Cell area per tile:
Drawn at 6 px/um. 11 x 11 tiles, from dark blue (low) to red (high), 0 to 100% covered.
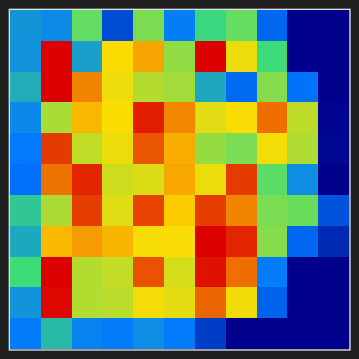
Nets reached from selected ports:
Drawn at 6 px/um.
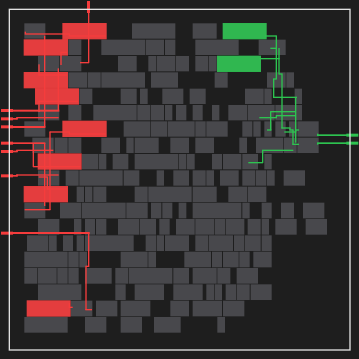
Cell outlines without signal wires:
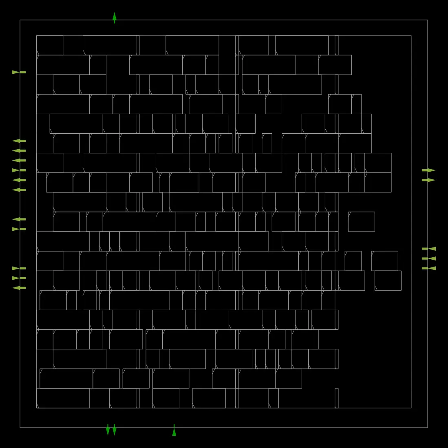
**src/rtl/intersection_pkg.sv**
```systemverilog
`default_nettype none
// +------------------------------------------------------------------+
// | intersection_pkg: lamp codes, phases and helpers for the          |
// | four-approach right-of-way scheduler.          Revision: 1.0      |
// +------------------------------------------------------------------+
package intersection_pkg;

    localparam int NUM_APPROACH = 4;

    typedef enum logic [1:0] {
        RED    = 2'd0,
        YELLOW = 2'd1,
        GREEN  = 2'd2
    } lamp_e;

    typedef enum logic [1:0] {
        PH_GREEN  = 2'd0,
        PH_YELLOW = 2'd1,
        PH_ALLRED = 2'd2
    } phase_e;

    function automatic logic [NUM_APPROACH-1:0] onehot(input logic [1:0] idx);
        return 4'b0001 << idx;
    endfunction

endpackage
`default_nettype wire

```
**src/rtl/intersection_scheduler_rr.sv**
```systemverilog
`default_nettype none
// +------------------------------------------------------------------+
// | rr_next_approach: picks the first requesting approach after the   |
// | active one, wrapping modulo four.              Revision: 1.0      |
// +------------------------------------------------------------------+
module rr_next_approach
    import intersection_pkg::*;
(
    input  logic [NUM_APPROACH-1:0] others_i,
    input  logic [1:0]              active_i,
    output logic [1:0]              next_o,
    output logic                    valid_o
);

    // Scan from the farthest offset down so the nearest requester wins.
    always_comb begin
        next_o  = active_i;
        valid_o = 1'b0;
        for (int k = NUM_APPROACH - 1; k >= 1; k--) begin
            if (others_i[active_i + 2'(k)]) begin
                next_o  = active_i + 2'(k);
                valid_o = 1'b1;
            end
        end
    end

endmodule
`default_nettype wire

```
**src/rtl/intersection_scheduler.sv**
```systemverilog
`default_nettype none
// +------------------------------------------------------------------+
// | intersection_scheduler: round-robin green/yellow/all-red sequencer |
// | for four approaches with emergency preemption. Revision: 1.0      |
// +------------------------------------------------------------------+
module intersection_scheduler
    import intersection_pkg::*;
#(
    parameter int MIN_GREEN   = 8,
    parameter int MAX_GREEN   = 20,
    parameter int YELLOW_TIME = 3,
    parameter int ALLRED_TIME = 2,
    parameter int HOME        = 0
) (
    input  logic                    clock,
    input  logic                    clear_n,
    input  logic [NUM_APPROACH-1:0] req,
    input  logic                    preempt,
    input  logic [1:0]              preempt_dir,
    output logic [7:0]              sig,
    output logic [1:0]              active,
    output logic [1:0]              phase
);

    localparam int              CW       = $clog2(MAX_GREEN + 1);
    localparam logic [CW-1:0]   MIN_LAST = CW'(MIN_GREEN - 1);
    localparam logic [CW-1:0]   MAX_LAST = CW'(MAX_GREEN - 1);
    localparam logic [CW-1:0]   Y_LAST   = CW'(YELLOW_TIME - 1);
    localparam logic [CW-1:0]   A_LAST   = CW'(ALLRED_TIME - 1);
    localparam logic [1:0]      HOME_IDX = 2'(HOME);
    localparam logic [7:0]      SIG_HOME = 8'h02 << (2 * HOME);

    phase_e                  phase_q, phase_d;
    logic [1:0]              active_q, active_d;
    logic [1:0]              next_q, next_d;
    logic [CW-1:0]           cnt_q, cnt_d;
    logic [NUM_APPROACH-1:0] pending_q, pending_d;
    logic [7:0]              sig_q, sig_d;

    logic [NUM_APPROACH-1:0] others;
    logic [1:0]              rr_next;
    logic                    rr_valid;
    logic                    exit_green;
    logic [1:0]              exit_target;
    logic [1:0]              clear_target;
    lamp_e                   lamp;

    assign others = pending_q & ~onehot(active_q);

    rr_next_approach u_rr (
        .others_i (others),
        .active_i (active_q),
        .next_o   (rr_next),
        .valid_o  (rr_valid)
    );

    // Green exit decision; preemption overrides both minimum and maximum green.
    always_comb begin
        exit_green  = 1'b0;
        exit_target = active_q;
        if (preempt) begin
            if (preempt_dir != active_q) begin
                exit_green  = 1'b1;
                exit_target = preempt_dir;
            end
        end else if (cnt_q >= MIN_LAST) begin
            if (rr_valid && (!req[active_q] || cnt_q == MAX_LAST)) begin
                exit_green  = 1'b1;
                exit_target = rr_next;
            end else if (!rr_valid && active_q != HOME_IDX && !req[active_q]) begin
                exit_green  = 1'b1;
                exit_target = HOME_IDX;
            end
        end
    end

    assign clear_target = preempt ? preempt_dir : next_q;

    always_comb begin
        phase_d  = phase_q;
        active_d = active_q;
        next_d   = next_q;
        cnt_d    = cnt_q;
        case (phase_q)
            PH_GREEN: begin
                if (exit_green) begin
                    phase_d = PH_YELLOW;
                    next_d  = exit_target;
                    cnt_d   = '0;
                end else if (cnt_q != MAX_LAST) begin
                    cnt_d = cnt_q + 1'b1;
                end
            end
            PH_YELLOW: begin
                next_d = clear_target;
                if (cnt_q == Y_LAST) begin
                    phase_d = PH_ALLRED;
                    cnt_d   = '0;
                end else begin
                    cnt_d = cnt_q + 1'b1;
                end
            end
            PH_ALLRED: begin
                next_d = clear_target;
                if (cnt_q == A_LAST) begin
                    phase_d  = PH_GREEN;
                    active_d = clear_target;
                    cnt_d    = '0;
                end else begin
                    cnt_d = cnt_q + 1'b1;
                end
            end
            default: begin
                phase_d = PH_GREEN;
                cnt_d   = '0;
            end
        endcase
    end

    // The approach holding green never keeps a latched request of its own.
    always_comb begin
        pending_d = pending_q | req;
        if (phase_d == PH_GREEN) begin
            pending_d = pending_d & ~onehot(active_d);
        end
    end

    always_comb begin
        case (phase_d)
            PH_GREEN:  lamp = GREEN;
            PH_YELLOW: lamp = YELLOW;
            default:   lamp = RED;
        endcase
        sig_d = '0;
        for (int i = 0; i < NUM_APPROACH; i++) begin
            sig_d[2*i +: 2] = (2'(i) == active_d) ? lamp : RED;
        end
    end

    always_ff @(posedge clock) begin
        if (!clear_n) begin
            phase_q   <= PH_GREEN;
            active_q  <= HOME_IDX;
            next_q    <= HOME_IDX;
            cnt_q     <= '0;
            pending_q <= '0;
            sig_q     <= SIG_HOME;
        end else begin
            phase_q   <= phase_d;
            active_q  <= active_d;
            next_q    <= next_d;
            cnt_q     <= cnt_d;
            pending_q <= pending_d;
            sig_q     <= sig_d;
        end
    end

    assign sig    = sig_q;
    assign active = active_q;
    assign phase  = phase_q;

endmodule
`default_nettype wire

```
**config.mk**
```make
export PLATFORM = sky130hd
export DESIGN_NAME = intersection_scheduler
export DESIGN_NICKNAME = d
export VERILOG_FILES = /design/src/rtl/intersection_pkg.sv /design/src/rtl/intersection_scheduler_rr.sv /design/src/rtl/intersection_scheduler.sv
export SDC_FILE = /design/constraint.sdc
export NUM_CORES = 1
export LEC_CHECK = 0
export CAP_MARGIN = 20
export CORE_MARGIN = 2
export CORE_UTILIZATION = 55
export DETAILED_ROUTE_END_ITERATION = 6
export PLACE_DENSITY = 0.79
export SLEW_MARGIN = 25
export SYNTH_ARGS = -nofsm -noshare
export SYNTH_HDL_FRONTEND = slang
export SYNTH_SLANG_ARGS = --single-unit
```
**constraint.sdc**
```tcl
create_clock -name clock -period 4.1 [get_ports clock]
set_input_delay 0.82 -clock clock [delete_from_list [all_inputs] [get_ports clock]]
set_output_delay 0.82 -clock clock [all_outputs]
set_load 0.005 [all_outputs]
```
==> Changelog: implementation <==
### Physical design

* Status: finished, final reports clean
* Critical path's largest stage delay at 710 ps
* CP max-delay cell: dfxtp_1
* FF-to-FF Start: active[0]$_SDFF_PN0_
* Top non-seq family: simple AND/OR/NAND/NOR gates
* Top logic cells by instance count in the layout: 23 x dfxtp_1, 20 x clkdlybuf4s50_1, 13 x nor2_1
* Resized cells post-CTS at 0
* GRT busiest layer: met2
* XOR Share, Synth at under 10%
* Layout non-clock buf frac at 11.4%
* Worst Setup Start Kind: flop
* Non-CTS buffers at 20
* # Taps at 31
* Grt met2 use at 39.5%
* Sequential cell area at 460 um2
* DR top layer: met4
* WP data arrival at 3400 ps
* DR pass1 iterations at 4
* Met3 wire length at 231 um
* Final hold vios at 0
* Final Critical Period at 3180 ps
* Clock slew at reported path FFs at approximately 130 ps
* FFs w/ async S/R, synth at 0%
* Leakage at 0.000672 uW
* Vias/cell at 6.37
* Floorplan Nets at between 150 and 200
* Post-DP HPWL at 2800 um
* Antenna Cells at 0
* Met1 Use GR at 35.6%
* Worst setup path end: next_q[0]$_SDFFE_PN0P_
* CP startpoint: active[0]$_SDFF_PN0_
* Post-DRT Antenna Nets at 0
* Cts hold-fix bufs at 0
* Final nets at 211
* Net Switching at 140 uW
* Least-Margin Pin Slew at 761 ps
* Mapped Cells at 171
* Finish-stage setup viols at 0
* Synth Cell Area at 1520 um2
* CLK BUF at 3
* Die area at 3200 um2
* Latency at later pin at about 310 ps
* Pins Over Slew Limit at 0
* MI comb area at 993 um2
* Sw Share at 30.3%
* Initial DRC Count at around 65
* Chip area line of the yosys report at 1520 um2
* Cell taking the most area after synthesis: dfxtp_1
* Yosys adder share at 9.06%
* Fin crit share at 77.6%
* Final worst slack at 919 ps
* Kind of critical path: flop to flop
* RSZ-0062 raised after global routing: no
* Combinational share of power at between 20% and 30%
* Sequential share of power at 53.5%
* Rel. slew slack at 49.0%
* Clock buf/inv share at 1.57%
* Initial antenna violation count at 0
* Die width at 56.6 um
* CP endpoint kind: flop
* Comb/total area at between 50% and 60%
* Avg Cell Area, Syn at 8.88 um2
* Clock skew at 1.11 ps
* Reg2Reg Capture Point: next_q[0]$_SDFFE_PN0P_
* Vias in the first global route at around 1400
* Clock Power Share at a little under a quarter
* Post-route cell area at about 1800 um2
* Yosys cell types at roughly 52
* CTS tree: built
* Die Height at 56.6 um
* Total track usage at 24.8%
* Non-CTS inverters at 10
* Ao+oa area frac at 21.0%
* Synth top cells by count: 23 x dfxtp_1, 13 x nor2_1, 11 x ha_1, 11 x nand2_1, 11 x o21ai_0
* GRT met3 Usage at 3.00%
* Max reg flops at 8
* Comb pwr at ~110 uW
* Hold Crit Class: flop to flop
* Crit path depth at 8
* CP top delay family: simple AND/OR/NAND/NOR gates
* Maximum VDD drop at 0.287 mV
* Wire length per cell at roughly 17 um
* Flop Count at 23
* Overall power at between 400 and 500 uW
* Multiplexer share at 7.08%
* Warnings from Yosys at 0
* Hold slack at 552 ps
* Place WS at 944 ps
* Max Cap Viol at 0
* Setup_tns at 0 ps
* Crit-path max FO at 14
* Post-synth seq share at 30.3%
* Placed cells at 217
* Global route overflow at 0
* CTS buffer count at 3
* Met2 WL at 1710 um
* Area share of and/or/nand/nor cells after synthesis at 25.4%
* Cell mode on critical path: a32o_2
* Top Consumer: sequential cells
* Cells on Worst Hold Path at 2
* Setup bufs post-CTS at 0
* Max clock buf depth at 2
* Root buf cell: clkbuf_4
* P_seq at 248 uW
* Clock-net power at 105 uW
* Bufs and invs on worst path at 1
* TritonCTS Sinks at 23
* Final GP Congestion at between 0.8 and 0.9
* Ratio of cells with drive above 1 in the final layout at around a tenth
* Placed Area at ~1700 um2
* Flip-flops with a built-in enable at 0
* Internal power at 323 uW
* Met1 WL at 1740 um
* Top-count cell post-synth: dfxtp_1
* Hold endpoint: cnt_q[1]$_SDFFE_PN0P_
* Hold Path Origin: cnt_q[1]$_SDFFE_PN0P_
* First-pass GRT wire length at 6350 um
* Commonest Layout Cell: dfxtp_1
* Final wirelength at 3720 um
* Crit path DRT at 4320 ps
* # DRC at 0
* Main area contributors: dfxtp_1 30%, ha_1 9.1%, o21ai_0 3.6%
* Post-synth top flop: dfxtp_1
* # Cells Yosys at 171
* Fmax at 314 MHz
* Largest net degree at the start of global routing at 15
* Reg2Reg Setup Slack at roughly 920 ps
* Yosys reg bits at 23
* Htree depth at 1
* Top cell area share at 30.3%
* Critical-path cell list: inv_2, ha_1, nand2b_4, mux4_2, a32o_2, a32o_2, or4_1, and3_1
Notes on 'cell area per tile' above:
mean over tiles	54%
nearly empty tiles	13%
tiles over 75% full	26%
fullest tile	100%
FP Util: 56.5%
core box area: 2690 um2

Notes on 'nets reached from selected ports' above:
colour	port	bits	direction	edge	end cells	buffers	wire
red	`sig`	8	output	7 west, 1 north	8	8	187 um
green	`phase`	2	output	east	2	2	83.4 um
port buffer count: 20
I/O pin total: 21

Notes on 'cell outlines without signal wires' above:
FP Rows: 19
final core utilization: 65.4%
filler cell count: 229
flop share of the area: 26.2%

Power and IR drop assume default switching activity.
